## config.mk

```make
export PLATFORM = sky130hd
export DESIGN_NAME = bcd_to_binary_seq_flat
export DESIGN_NICKNAME = d
export VERILOG_FILES = /design/src/rtl/bcd_to_binary_seq_if.sv /design/src/rtl/bcd_to_binary_seq.sv /design/src/flat_wrapper.sv
export SDC_FILE = /design/constraint.sdc
export NUM_CORES = 1
export LEC_CHECK = 0
export ABC_AREA = 1
export CAP_MARGIN = 10
export CORE_AREA = 5 5 69 46
export DETAILED_ROUTE_END_ITERATION = 8
export DIE_AREA = 0 0 74 51
export GPL_ROUTABILITY_DRIVEN = 0
export HOLD_SLACK_MARGIN = 0.05
export PLACE_DENSITY = 0.7
export SLEW_MARGIN = 20
export SYNTH_ARGS = -nofsm -noshare
export SYNTH_HDL_FRONTEND = slang
export SYNTH_SLANG_ARGS = --single-unit
```

## constraint.sdc

```tcl
create_clock -name clk -period 4.54 [get_ports clk]
set_input_delay 0.454 -clock clk [delete_from_list [all_inputs] [get_ports clk]]
set_output_delay 0.454 -clock clk [all_outputs]
set_load 0.1 [all_outputs]
```

## src/rtl/bcd_to_binary_seq_if.sv

```systemverilog
// bcd_to_binary_seq_if: BCD word input and binary result output val/rdy handshakes.
interface bcd_to_binary_seq_if #(
  parameter int NUM_DIGITS = 2,
  parameter int BIN_WIDTH  = 7
);
  logic                    in_val;
  logic                    in_rdy;
  logic [4*NUM_DIGITS-1:0] in_bcd;
  logic                    out_val;
  logic                    out_rdy;
  logic [BIN_WIDTH-1:0]    out_bin;
  logic                    out_err;
  modport master (output in_val, in_bcd, out_rdy, input in_rdy, out_val, out_bin, out_err);
  modport slave  (input in_val, in_bcd, out_rdy, output in_rdy, out_val, out_bin, out_err);
endinterface

```

## src/rtl/bcd_to_binary_seq.sv

```systemverilog
// bcd_to_binary_seq: iterative BCD-to-binary converter, one digit per cycle, MSD first.
// BCD_TO_BIN_DIGIT_CHECK_EN enables invalid-digit detection (out_err, out_bin forced to 0).
module bcd_to_binary_seq #(
  parameter int NUM_DIGITS = 2,
  parameter int BIN_WIDTH  = 7
) (
  input logic               clk,
  input logic               rst_n,
  bcd_to_binary_seq_if.slave bus
);
  localparam int CW = NUM_DIGITS > 1 ? $clog2(NUM_DIGITS) : 1;
  localparam int DW = 4 * NUM_DIGITS;
  typedef enum logic [1:0] {IDLE, CALC, DONE} state_t;
  state_t               state, state_nxt;
  logic [DW-1:0]        sh;
  logic [CW-1:0]        cnt;
  logic [BIN_WIDTH-1:0] acc;
  logic [3:0]           digit;
  logic [BIN_WIDTH+3:0] wide;
  logic                 err;
  logic                 take;
  assign take  = state == IDLE && bus.in_val;
  // The latched word shifts left so the digit being folded is always on top.
  assign digit = sh[DW-1 -: 4];
  assign wide  = ({4'd0, acc} << 3) + ({4'd0, acc} << 1) + {{BIN_WIDTH{1'b0}}, digit};
  always_ff @(posedge clk or negedge rst_n)
    if (!rst_n) state <= IDLE;
    else        state <= state_nxt;
  always_comb begin
    state_nxt   = take ? CALC
                : (state == CALC && cnt == '0) ? DONE
                : (state == DONE && bus.out_rdy) ? IDLE
                : state;
    bus.in_rdy  = rst_n && state == IDLE;
    bus.out_val = state == DONE;
    bus.out_bin = (state == DONE && !err) ? acc : '0;
    bus.out_err = state == DONE && err;
  end
  always_ff @(posedge clk or negedge rst_n)
    if (!rst_n) begin
      sh  <= '0;
      cnt <= '0;
      acc <= '0;
    end else if (take) begin
      sh  <= bus.in_bcd;
      cnt <= CW'(NUM_DIGITS - 1);
      acc <= '0;
    end else if (state == CALC) begin
      sh  <= sh << 4;
      cnt <= cnt - 1'b1;
      acc <= wide[BIN_WIDTH-1:0];
    end
`ifdef BCD_TO_BIN_DIGIT_CHECK_EN
  always_ff @(posedge clk or negedge rst_n)
    if (!rst_n)              err <= 1'b0;
    else if (take)           err <= 1'b0;
    else if (state == CALC)  err <= err | (digit > 4'd9);
`else
  assign err = 1'b0;
`endif
endmodule

```

## src/flat_wrapper.sv

```systemverilog
// flat-port wrapper written by rule: the top's interface ports become plain ports
module bcd_to_binary_seq_flat 
#(
  parameter int NUM_DIGITS = 2,
  parameter int BIN_WIDTH  = 7
)
  (clk, rst_n, bus_in_val, bus_in_bcd, bus_out_rdy, bus_in_rdy, bus_out_val, bus_out_bin, bus_out_err);
  bcd_to_binary_seq_if #(.NUM_DIGITS(NUM_DIGITS), .BIN_WIDTH(BIN_WIDTH)) bus_i ();
  input logic clk;
  input logic rst_n;
  input wire logic [$bits(bus_i.in_val)-1:0] bus_in_val;
  input wire logic [$bits(bus_i.in_bcd)-1:0] bus_in_bcd;
  input wire logic [$bits(bus_i.out_rdy)-1:0] bus_out_rdy;
  output wire logic [$bits(bus_i.in_rdy)-1:0] bus_in_rdy;
  output wire logic [$bits(bus_i.out_val)-1:0] bus_out_val;
  output wire logic [$bits(bus_i.out_bin)-1:0] bus_out_bin;
  output wire logic [$bits(bus_i.out_err)-1:0] bus_out_err;
  assign bus_i.in_val = bus_in_val;
  assign bus_i.in_bcd = bus_in_bcd;
  assign bus_i.out_rdy = bus_out_rdy;
  assign bus_in_rdy = bus_i.in_rdy;
  assign bus_out_val = bus_i.out_val;
  assign bus_out_bin = bus_i.out_bin;
  assign bus_out_err = bus_i.out_err;
  bcd_to_binary_seq #(.NUM_DIGITS(NUM_DIGITS), .BIN_WIDTH(BIN_WIDTH)) u_core (.clk(clk), .rst_n(rst_n), .bus(bus_i));
endmodule
```

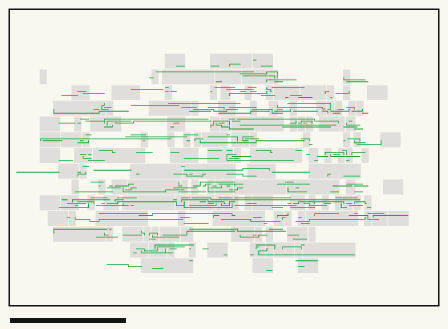
Fig. 1. M1 wires (run 1).
The bar under the picture is 20 um long. Cells faint in the background.
The layer holds 49% of the routed length. The layer carries 1,040 um of wire. The wires run mostly horizontal. 150 nets have wire on it.
final WL: 2.12 mm
DR vias: 838

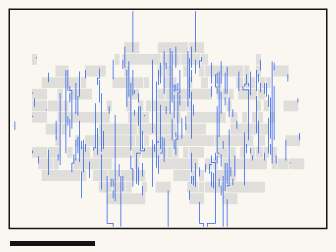
Fig. 2. M2 wires (run 1).
The bar under the picture is 20 um long. Cells faint in the background.
The wires run mostly vertical. The longest straight run is 23.8 um.

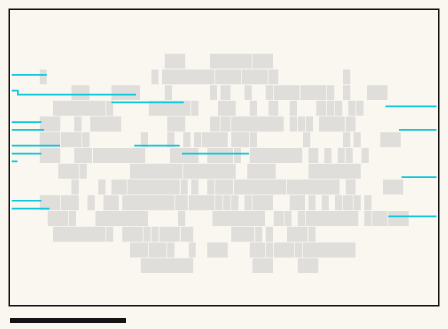
Fig. 3. Signal wires on met3 (run 1).
The bar under the picture is 20 um long. Cells faint in the background.
14 nets have wire on it. The wires run mostly horizontal.
met3 usage: 4.31%

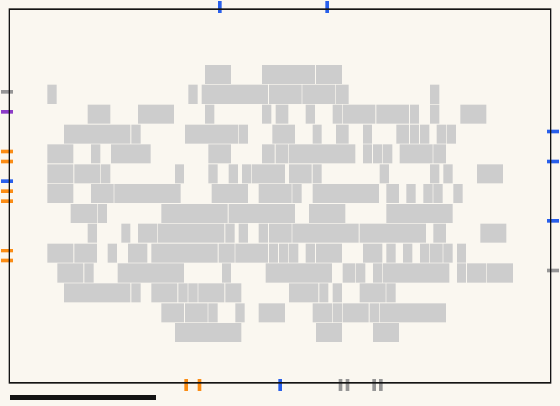
Fig. 4. I/O pins on the die edge (run 1).
The bar under the picture is 20 um long. Pins as bars across the die edge, other pins in gray.
Key: blue = bus_out_bin [pins 7, direction output, edge 3 right, 2 top, 1 left, 1 bottom]; orange = bus_in_bcd [pins 8, direction input, edge 6 left, 2 bottom]; purple = clk [pins 1, direction input, edge left]

[run 1: final timing paths]
check	start	endpoint	slack, ns
worst max-delay path	rst_n	bus_in_rdy	1.56
worst min register to register	u_core.acc[6]$_DFFE_PN0P_	u_core.acc[6]$_DFFE_PN0P_	0.49
worst min-delay path	u_core.acc[6]$_DFFE_PN0P_	u_core.acc[6]$_DFFE_PN0P_	0.49
worst max register to register	u_core.acc[2]$_DFFE_PN0P_	u_core.acc[6]$_DFFE_PN0P_	2.48
min in group asynchronous	rst_n	u_core.sh[4]$_DFFE_PN0P_	0.54
max in group asynchronous	rst_n	u_core.state[0]$_DFFE_PN0P_	3.81
[run 1: tightest hold or removal path: cells and delay by family (launching register included)]
kind / cells / cell delay (ns)
AND/OR/NAND/NOR: 2 / 0.12
flip-flops: 1 / 0.34
==> summary.txt, run 1 <==
flow finished, numbers: MI comb cells 80, routed length per placed instance 11.9 um, # Taps 32, most common logic cells in the final layout nand2_1, inv_1, clkdlybuf4s50_1, dfrtp_1, nor2_1, clock network area share 3.08%, Root Driver clkbuf_8, Clk pwr share 11.0%, CP Cell Sequence clkdlybuf4s50_1 -> buf_4 -> nor3b_1 -> clkdlybuf4s50_1, Sw Ratio 51.4%, Worst Clk Skew 0.00412 ns, Detailed Place HPWL 1.72 mm, Leading cell kind logic gates, cell-internal power 474 uW, status completed, crit-path leading delay family buffers and inverters, ratio of cells with drive above 1 in the final layout 12.2%, Critical path buffers and inverters 3, CP most frequent cell clkdlybuf4s50_1, WL met2 941 um, DR top layer met4, first-iteration detailed-routing DRC count 42, HP Class reg2reg, die width 74 um, Total GRT Usage 12.8%, Yosys reg bits 18, Port Buffers 20, first-pass GRT wire length 3.63 mm, Syn Inst Count 125, logic share of the area 37.8%, yosys xor share 0%, syn avg cell area 8.56 um2, most numerous cell in the Yosys netlist nand2_1, Worst Path Required 4.09 ns, Largest register FFs 8, Power Sequential 274 uW, area post-placement 1300 um2
Fig. 5: run 1, congestion heat map
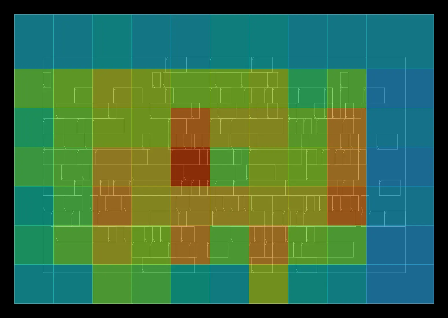

==> run 2: changes to the inputs <==
- clock period: 4.54 -> 2.8 ns (I/O delays scaled with it)
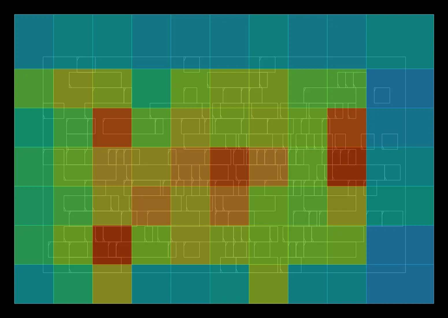
Fig. 6. Congestion heat map (run 2).
utilization after layout: 56.2%
routed length per placed instance: 11.9 um

==> run 2 against run 1 <==
Effect of this change:
- critical path depth grew 6
- worst setup slack worse by 0.77 ns
- sequential power grew 63%
- utilization increased by 1.2 points
- critical endpoint is now u_core.acc[6]$_DFFE_PN0P_
==> summary.txt, run 2 <==
flow finished, numbers: flop2flop setup slack 0.79 ns, Worst Setup SP u_core.acc[0]$_DFFE_PN0P_, Final WS setup 0.786 ns, # Taps 32, most common logic cells in the final layout nand2_1, inv_1, dfrtp_1, clkdlybuf4s50_1, buf_4, Root Driver clkbuf_8, Die Ht 51 um, Pre-Place Util 43.9%, Resize count post-CTS 0, layout inverter count without the clock tree 25, Total Power 1.65 mW, first-iteration detailed-routing DRC count 27, die width 74 um, drc violations 0, clock network area share 4.02%, Pins Over Slew Limit 0, Crit Reg-Reg Startpoint u_core.acc[0]$_DFFE_PN0P_, met3 usage 4.31%, logic share of the area 38.8%, most numerous cell in the Yosys netlist nand2_1, CTS Sinks 18, Yosys reg bits 18, Largest regs u_core.sh (8), u_core.acc (7), u_core.state (2), Worst Clk Skew 0.00423 ns, Largest register FFs 8, slowest cell delay on critical path 0.54 ns, CP Cell Sequence inv_1 -> fa_1 -> inv_1 -> fa_1 -> nand3_1 -> nand3_1 -> inv_1 -> nand2_1 -> nand3_1 -> nand2_1, Top cell area share 42.1%, cts bufs inserted 3, Cell Type Count 23, ANT cells 0, first-pass GRT wire length 3.78 mm, element type at the critical path start flip-flop, Setup TNS 0 ns, Syn Inst Count 125, Final Cell Area 1370 um2, Leading cell kind logic gates, combinational gate area 532 um2, Top FF cell, synth dfrtp_1, Worst-path clk slew 0.07 ns, Port Buffers 20, crit-path leading delay family adder cells, GR peak layer met2, status completed, Post-CTS Setup Bufs 0, Worst Path Required 2.95 ns, Routed Antenna Nets 0, CTS H-tree lvls 1, CP endpoint kind flip-flop, MI comb cells 80, cycle use final 71.9%, # Cells Yosys 125, vias per inst 4.59, Final Hold Slack 0.354 ns, area post-placement 1310 um2, OpenROAD warning count 27, Crit. path cell count 10, crit path to u_core.acc[6]$_DFFE_PN0P_, syn avg cell area 8.56 um2, Seq/total area 32.9%, dpl ws 0.799 ns, Post-synth EDFFs 0, row count 14, Final Setup Violations 0, VDD IR max 0.505 mV, placed instance count 176, Pleak 0.692 nW, NonClk Buf Share 14.4%, ratio of cells with drive above 1 in the final layout 25.0%, Max-Cap Viols 0, antenna violations before repair 0, GRT met2 Usage 21.2%, Commonest cells post-synth nand2_1, inv_1, dfrtp_1, worst flop-to-flop path endpoint u_core.acc[6]$_DFFE_PN0P_, synthesized area 1070 um2, Non-clk bufs 21, Core Box Area 2430 um2, Total GRT Usage 13.2%, Setup CP Type reg2reg, HP Class in2async, Flops 18, yosys stat area 1070 um2, vias in the first global route 845, Critical path buffers and inverters 3, largest net degree at the start of global routing 20, Detailed Place HPWL 1.69 mm, CP max stage cell fa_1
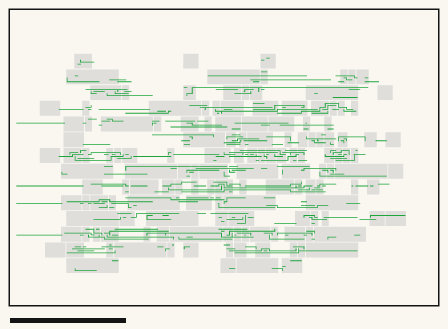
Fig. 7. M1 wires (run 2).
The bar under the picture is 20 um long. Cells faint in the background.
The layer holds 49% of the routed length. 153 nets have wire on it. The layer carries 1,040 um of wire. The wires run mostly horizontal.
global-route met1 utilization: 17.1%
final WL: 2.14 mm
DR vias: 826

## run 2: cell families after synthesis
family	after synthesis	synth area share (%)
buffers and inverters	27	10.5
adders and majority gates	10	13.1
and+or+nand+nor	50	20.1
other	1	0.351
DFF	18	42.1
AOI/OAI and AO/OA	19	13.8
## run 2: report_power, final
group	total (mW)	switching, mW	internal [mW]
sequential	0.447	0.0689	0.378
clock	0.217	0.0916	0.125
combinational	0.987	0.685	0.302
total	1.65	0.845	0.806
## run 2: routing by layer
metal | share of wire [%] | routed length [um] | vias to the layer above
li1 | - | - | 437
met1 | 49 | 1040 | 371
met2 | 45 | 970 | 16
met3 | 5.5 | 118 | 2
met4 | 0.56 | 12 | 0
met5 | 0 | 0 | -
No activity file was given, so power comes from the tool's default toggle rates.
